Signal metal coverage by tile:
Bar = 20 um. The die is cut into 11 by 11 equal tiles; dark blue is low, red is high, scaled to the fullest tile. Values are wire area over tile area, all layers added.
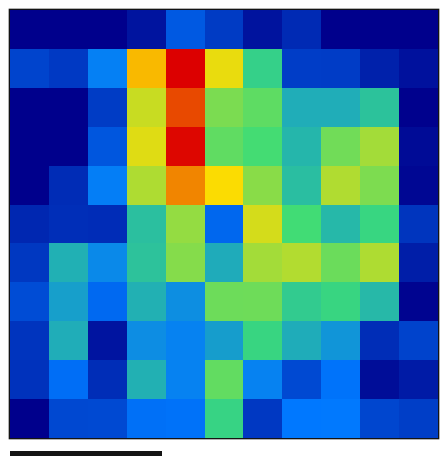
Cell classes on the final placement:
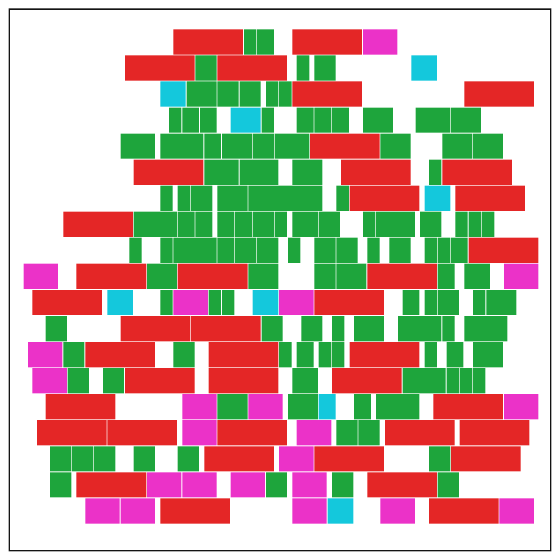
Track usage over the die:
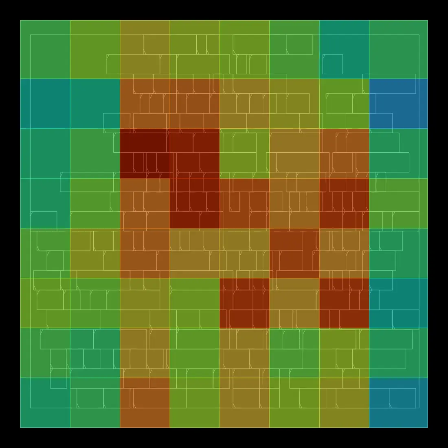
Routed metal, one color a layer:
Bar = 20 um.
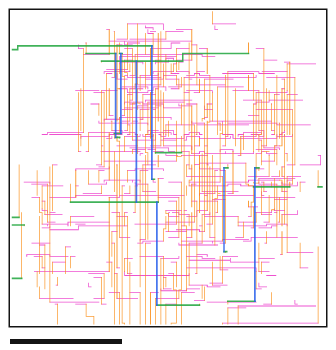
<file path="src/rtl/vga_timing_pkg.sv">
// Shared VGA timing constants (640x480@60 defaults) and the 10-bit counter type.
// Used by the pattern generator, the UART pattern-select path and vga_sync_porch.
package vga_timing_pkg;

    localparam int CNT_W            = 10;
    localparam int VIDEO_WIDTH_DEF  = 3;
    localparam int TOTAL_COLS_DEF   = 800;
    localparam int TOTAL_ROWS_DEF   = 525;
    localparam int ACTIVE_COLS_DEF  = 640;
    localparam int ACTIVE_ROWS_DEF  = 480;
    localparam int H_FRONT_PORCH_DEF = 18;
    localparam int H_BACK_PORCH_DEF  = 50;
    localparam int V_FRONT_PORCH_DEF = 10;
    localparam int V_BACK_PORCH_DEF  = 33;

    typedef logic [CNT_W-1:0] cnt_t;

    function automatic cnt_t cnt_wrap_inc(input cnt_t v, input cnt_t last);
        return (v == last) ? '0 : v + cnt_t'(1);
    endfunction

endpackage

</file>
<file path="src/rtl/porch_frame_counter.sv">
// Stage-1 sync capture plus col/row counters; a rising edge on vsync_i
// (frame start) reloads both counters to 0 regardless of their current value.
module porch_frame_counter
    import vga_timing_pkg::*;
#(
    parameter int TOTAL_COLS = TOTAL_COLS_DEF,
    parameter int TOTAL_ROWS = TOTAL_ROWS_DEF
) (
    input  logic clk_i,
    input  logic rst_n_i,
    input  logic hsync_i,
    input  logic vsync_i,
    output cnt_t col_o,
    output cnt_t row_o,
    output logic hsync_o,
    output logic vsync_o
);

    localparam cnt_t COL_LAST = cnt_t'(TOTAL_COLS - 1);
    localparam cnt_t ROW_LAST = cnt_t'(TOTAL_ROWS - 1);

    cnt_t col_q, col_d;
    cnt_t row_q, row_d;
    logic hsync_q, hsync_d;
    logic vsync_q, vsync_d;
    logic frame_start;

    always_comb begin
        frame_start = vsync_i && !vsync_q;
        hsync_d     = hsync_i;
        vsync_d     = vsync_i;
        col_d       = cnt_wrap_inc(col_q, COL_LAST);
        row_d       = (col_q == COL_LAST) ? cnt_wrap_inc(row_q, ROW_LAST) : row_q;
        if (frame_start) begin
            col_d = '0;
            row_d = '0;
        end
    end

    always_ff @(posedge clk_i) begin
        if (!rst_n_i) begin
            col_q   <= '0;
            row_q   <= '0;
            hsync_q <= 1'b0;
            vsync_q <= 1'b0;
        end else begin
            col_q   <= col_d;
            row_q   <= row_d;
            hsync_q <= hsync_d;
            vsync_q <= vsync_d;
        end
    end

    assign col_o   = col_q;
    assign row_o   = row_q;
    assign hsync_o = hsync_q;
    assign vsync_o = vsync_q;

endmodule

</file>
<file path="src/rtl/vga_sync_porch.sv">
// Regenerates active-low VGA syncs with porches and keeps video aligned (2 stages).
// Define SYNC_PORCH_BLANK_EN to force video to 0 outside the active area.
module vga_sync_porch
    import vga_timing_pkg::*;
#(
    parameter int VIDEO_WIDTH   = VIDEO_WIDTH_DEF,
    parameter int TOTAL_COLS    = TOTAL_COLS_DEF,
    parameter int TOTAL_ROWS    = TOTAL_ROWS_DEF,
    parameter int ACTIVE_COLS   = ACTIVE_COLS_DEF,
    parameter int ACTIVE_ROWS   = ACTIVE_ROWS_DEF,
    parameter int H_FRONT_PORCH = H_FRONT_PORCH_DEF,
    parameter int H_BACK_PORCH  = H_BACK_PORCH_DEF,
    parameter int V_FRONT_PORCH = V_FRONT_PORCH_DEF,
    parameter int V_BACK_PORCH  = V_BACK_PORCH_DEF
) (
    input  logic                   clk_i,
    input  logic                   rst_n_i,
    input  logic                   Hsync_i,
    input  logic                   Vsync_i,
    input  logic [VIDEO_WIDTH-1:0] red_video_i,
    input  logic [VIDEO_WIDTH-1:0] grn_video_i,
    input  logic [VIDEO_WIDTH-1:0] blu_video_i,
    output logic                   Hsync_o,
    output logic                   Vsync_o,
    output logic [VIDEO_WIDTH-1:0] red_video_o,
    output logic [VIDEO_WIDTH-1:0] grn_video_o,
    output logic [VIDEO_WIDTH-1:0] blu_video_o
);

    localparam cnt_t H_SYNC_FIRST = cnt_t'(ACTIVE_COLS + H_FRONT_PORCH);
    localparam cnt_t H_SYNC_LAST  = cnt_t'(TOTAL_COLS - H_BACK_PORCH - 1);
    localparam cnt_t V_SYNC_FIRST = cnt_t'(ACTIVE_ROWS + V_FRONT_PORCH);
    localparam cnt_t V_SYNC_LAST  = cnt_t'(TOTAL_ROWS - V_BACK_PORCH - 1);
`ifdef SYNC_PORCH_BLANK_EN
    localparam cnt_t ACT_COLS     = cnt_t'(ACTIVE_COLS);
    localparam cnt_t ACT_ROWS     = cnt_t'(ACTIVE_ROWS);
`endif

    cnt_t col_s1;
    cnt_t row_s1;
    logic hsync_s1;
    logic vsync_s1;
    logic unused_sync_s1;

    porch_frame_counter #(
        .TOTAL_COLS (TOTAL_COLS),
        .TOTAL_ROWS (TOTAL_ROWS)
    ) u_counter (
        .clk_i   (clk_i),
        .rst_n_i (rst_n_i),
        .hsync_i (Hsync_i),
        .vsync_i (Vsync_i),
        .col_o   (col_s1),
        .row_o   (row_s1),
        .hsync_o (hsync_s1),
        .vsync_o (vsync_s1)
    );

    // Syncs are regenerated from the counters; the captured upstream levels are informational only.
    assign unused_sync_s1 = hsync_s1 ^ vsync_s1;

    logic [VIDEO_WIDTH-1:0] red_s1_q, red_s1_d;
    logic [VIDEO_WIDTH-1:0] grn_s1_q, grn_s1_d;
    logic [VIDEO_WIDTH-1:0] blu_s1_q, blu_s1_d;
    logic                   hsync_out_q, hsync_out_d;
    logic                   vsync_out_q, vsync_out_d;
    logic [VIDEO_WIDTH-1:0] red_out_q, red_out_d;
    logic [VIDEO_WIDTH-1:0] grn_out_q, grn_out_d;
    logic [VIDEO_WIDTH-1:0] blu_out_q, blu_out_d;

    always_comb begin
        red_s1_d    = red_video_i;
        grn_s1_d    = grn_video_i;
        blu_s1_d    = blu_video_i;
        hsync_out_d = !((col_s1 >= H_SYNC_FIRST) && (col_s1 <= H_SYNC_LAST));
        vsync_out_d = !((row_s1 >= V_SYNC_FIRST) && (row_s1 <= V_SYNC_LAST));
`ifdef SYNC_PORCH_BLANK_EN
        if ((col_s1 < ACT_COLS) && (row_s1 < ACT_ROWS)) begin
            red_out_d = red_s1_q;
            grn_out_d = grn_s1_q;
            blu_out_d = blu_s1_q;
        end else begin
            red_out_d = '0;
            grn_out_d = '0;
            blu_out_d = '0;
        end
`else
        red_out_d = red_s1_q;
        grn_out_d = grn_s1_q;
        blu_out_d = blu_s1_q;
`endif
    end

    always_ff @(posedge clk_i) begin
        if (!rst_n_i) begin
            red_s1_q    <= '0;
            grn_s1_q    <= '0;
            blu_s1_q    <= '0;
            hsync_out_q <= 1'b1;
            vsync_out_q <= 1'b1;
            red_out_q   <= '0;
            grn_out_q   <= '0;
            blu_out_q   <= '0;
        end else begin
            red_s1_q    <= red_s1_d;
            grn_s1_q    <= grn_s1_d;
            blu_s1_q    <= blu_s1_d;
            hsync_out_q <= hsync_out_d;
            vsync_out_q <= vsync_out_d;
            red_out_q   <= red_out_d;
            grn_out_q   <= grn_out_d;
            blu_out_q   <= blu_out_d;
        end
    end

    assign Hsync_o     = hsync_out_q;
    assign Vsync_o     = vsync_out_q;
    assign red_video_o = red_out_q;
    assign grn_video_o = grn_out_q;
    assign blu_video_o = blu_out_q;

endmodule
</file>
<file path="config.mk">
export PLATFORM = sky130hd
export DESIGN_NAME = vga_sync_porch
export DESIGN_NICKNAME = d
export VERILOG_FILES = /design/src/rtl/vga_timing_pkg.sv /design/src/rtl/porch_frame_counter.sv /design/src/rtl/vga_sync_porch.sv
export SDC_FILE = /design/constraint.sdc
export NUM_CORES = 1
export LEC_CHECK = 0
export CAP_MARGIN = 0
export CORE_UTILIZATION = 55
export CTS_BUF_LIST = sky130_fd_sc_hd__clkbuf_2 sky130_fd_sc_hd__clkbuf_4 sky130_fd_sc_hd__clkbuf_8
export CTS_CLUSTER_SIZE = 28
export DETAILED_ROUTE_END_ITERATION = 7
export HOLD_SLACK_MARGIN = 0.05
export PLACE_DENSITY = 0.92
export SLEW_MARGIN = 20
export SYNTH_ARGS = -nofsm -noshare
export SYNTH_HDL_FRONTEND = slang
export SYNTH_SLANG_ARGS = --single-unit
</file>
<file path="constraint.sdc">
create_clock -name clk_i -period 2.5 [get_ports clk_i]
set_input_delay 0.25 -clock clk_i [delete_from_list [all_inputs] [get_ports clk_i]]
set_output_delay 0.25 -clock clk_i [all_outputs]
set_load 0.02 [all_outputs]
</file>
==> commit_impl_results.txt <==
Record implementation results from latest flow run

* Result of the run: finished clean
* Port Buffers: 22
- Combinational cell power: between 0.00006 and 0.00007 W
- The cell-mix breakdown from Yosys lists the simple-gate area share as between 20% and 30%.
* Final number of setup-violating endpoints: 0
- In this run the clock root is driven by a clkbuf_4.
- At the later pin of the worst-skew pair, clock insertion delay measures roughly 0.36 ns.
* Largest family of logic cells by area: simple AND/OR/NAND/NOR gates
- Netlist area before placement: 1630 sq um
- OpenROAD warnings: 32
- The average instance in the mapped netlist occupies 9.62 sq um.
* RSZ-0062 raised after global routing: no
* Post-route worst hold slack: 0.448 ns
- Summed over all instances, the cell type with the most area after synthesis is dfxtp_1.
- On the reported timing paths, the clock transition at the registers reads 0.12 ns.
* Cells after Synth: around 170
- In the placement report, post-DP HPWL is listed as 2260 um.
* Fmax achieved: about 460 MHz
- Ranked by power, first place goes to sequential cells.
* TNS Setup: 0 ns
- Cell Area, Placed: 1860 sq um
- The worst hold path belongs to the class register to register.
- The final antenna diode tally reported by the flow is 0.
* Category of the most critical setup path: register to register
* Post-synth net total: 189
- Count of buffering cells on the critical path with inverters included: 0
* Async SR Flop Fraction: 0%
- Most numerous cell types in the synthesized netlist: 41 x dfxtp_1, 20 x nor2_1, 19 x and2_1, 9 x xnor2_1, 8 x nand2_1
- First-pass GRT wire length: ~5300 um
* Post-synthesis share of cell area spent on xor and xnor gates: under 10%
- In the final report, the number of pins over their slew limit comes to 0.
* Initial core utilization: 58.5%
* Core Area: 2780 sq um
- Number of sinks driven by the clock tree: ~40
- Top routing layer in use: met4
* Wirelength per Cell: 13.5 um
- In the post-route report, total wirelength is listed as 3020 um.
- Hold-check failures listed in the final report amount to 0.
* Startpoint kind of the worst setup timing path: register
* Overall via count from detail_route: 1209
- Chip area in the Yosys report: 1630 sq um
- Cts bufs inserted: 5
- The via count of the first global-routing pass is 1176.
- Shortest period the worst path allows: roughly 2.2 ns
- Power drawn by the sequential cells: 0.000677 W
- After synthesis, the design contains 169 cells according to Yosys.
About 'signal metal coverage by tile':
The fullest tile reaches 0.49. 12% of the tiles are nearly empty. The mean over all tiles is 0.15.

About 'cell classes on the final placement':
Key: magenta = other buffers and delay cells [cells 22]; red = flip-flops [cells 41]; green = all other logic [cells 122]; cyan = clock drivers and dummy loads [cells 8]

About 'track usage over the die':
met2 track demand over resource in global routing: 37.1%
global router's overall resource usage: 22.9%
GR met3 Demand/Resource: 7.37%
fin util: 69.1%

About 'routed metal, one color a layer':
Key: magenta = met1 [wire length 1240 um]; orange = met2 [wire length 1540 um]; blue = met4 [wire length 135 um]; green = met3 [wire length 107 um]

[path summary, 6_finish.rpt]
path / from / to / slack (ns) / cells after the start
min reg2reg: grn_out_d[0]$_SDFF_PN0_ / grn_video_o[0]$_SDFF_PN0_ / 0.45 / 1
max reg2reg: u_counter.col_o[1]$_SDFF_PP0_ / u_counter.row_o[9]$_SDFFE_PP0N_ / 0.32 / 5
max: u_counter.col_o[1]$_SDFF_PP0_ / u_counter.row_o[9]$_SDFFE_PP0N_ / 0.32 / 5
min: grn_out_d[0]$_SDFF_PN0_ / grn_video_o[0]$_SDFF_PN0_ / 0.45 / 1
[cell type report]
type	instances	area, sq um
Sequential cell	41	821
Clock inverter	3	21.3
Timing Repair Buffer	22	220
Tap cell	31	38.8
Multi-Input combinational cell	115	757
Fill cell	209	860
Clock buffer	5	37.5
Inverter	7	26.3
Power figures rest on the tool's default switching activity, not on a simulated workload.
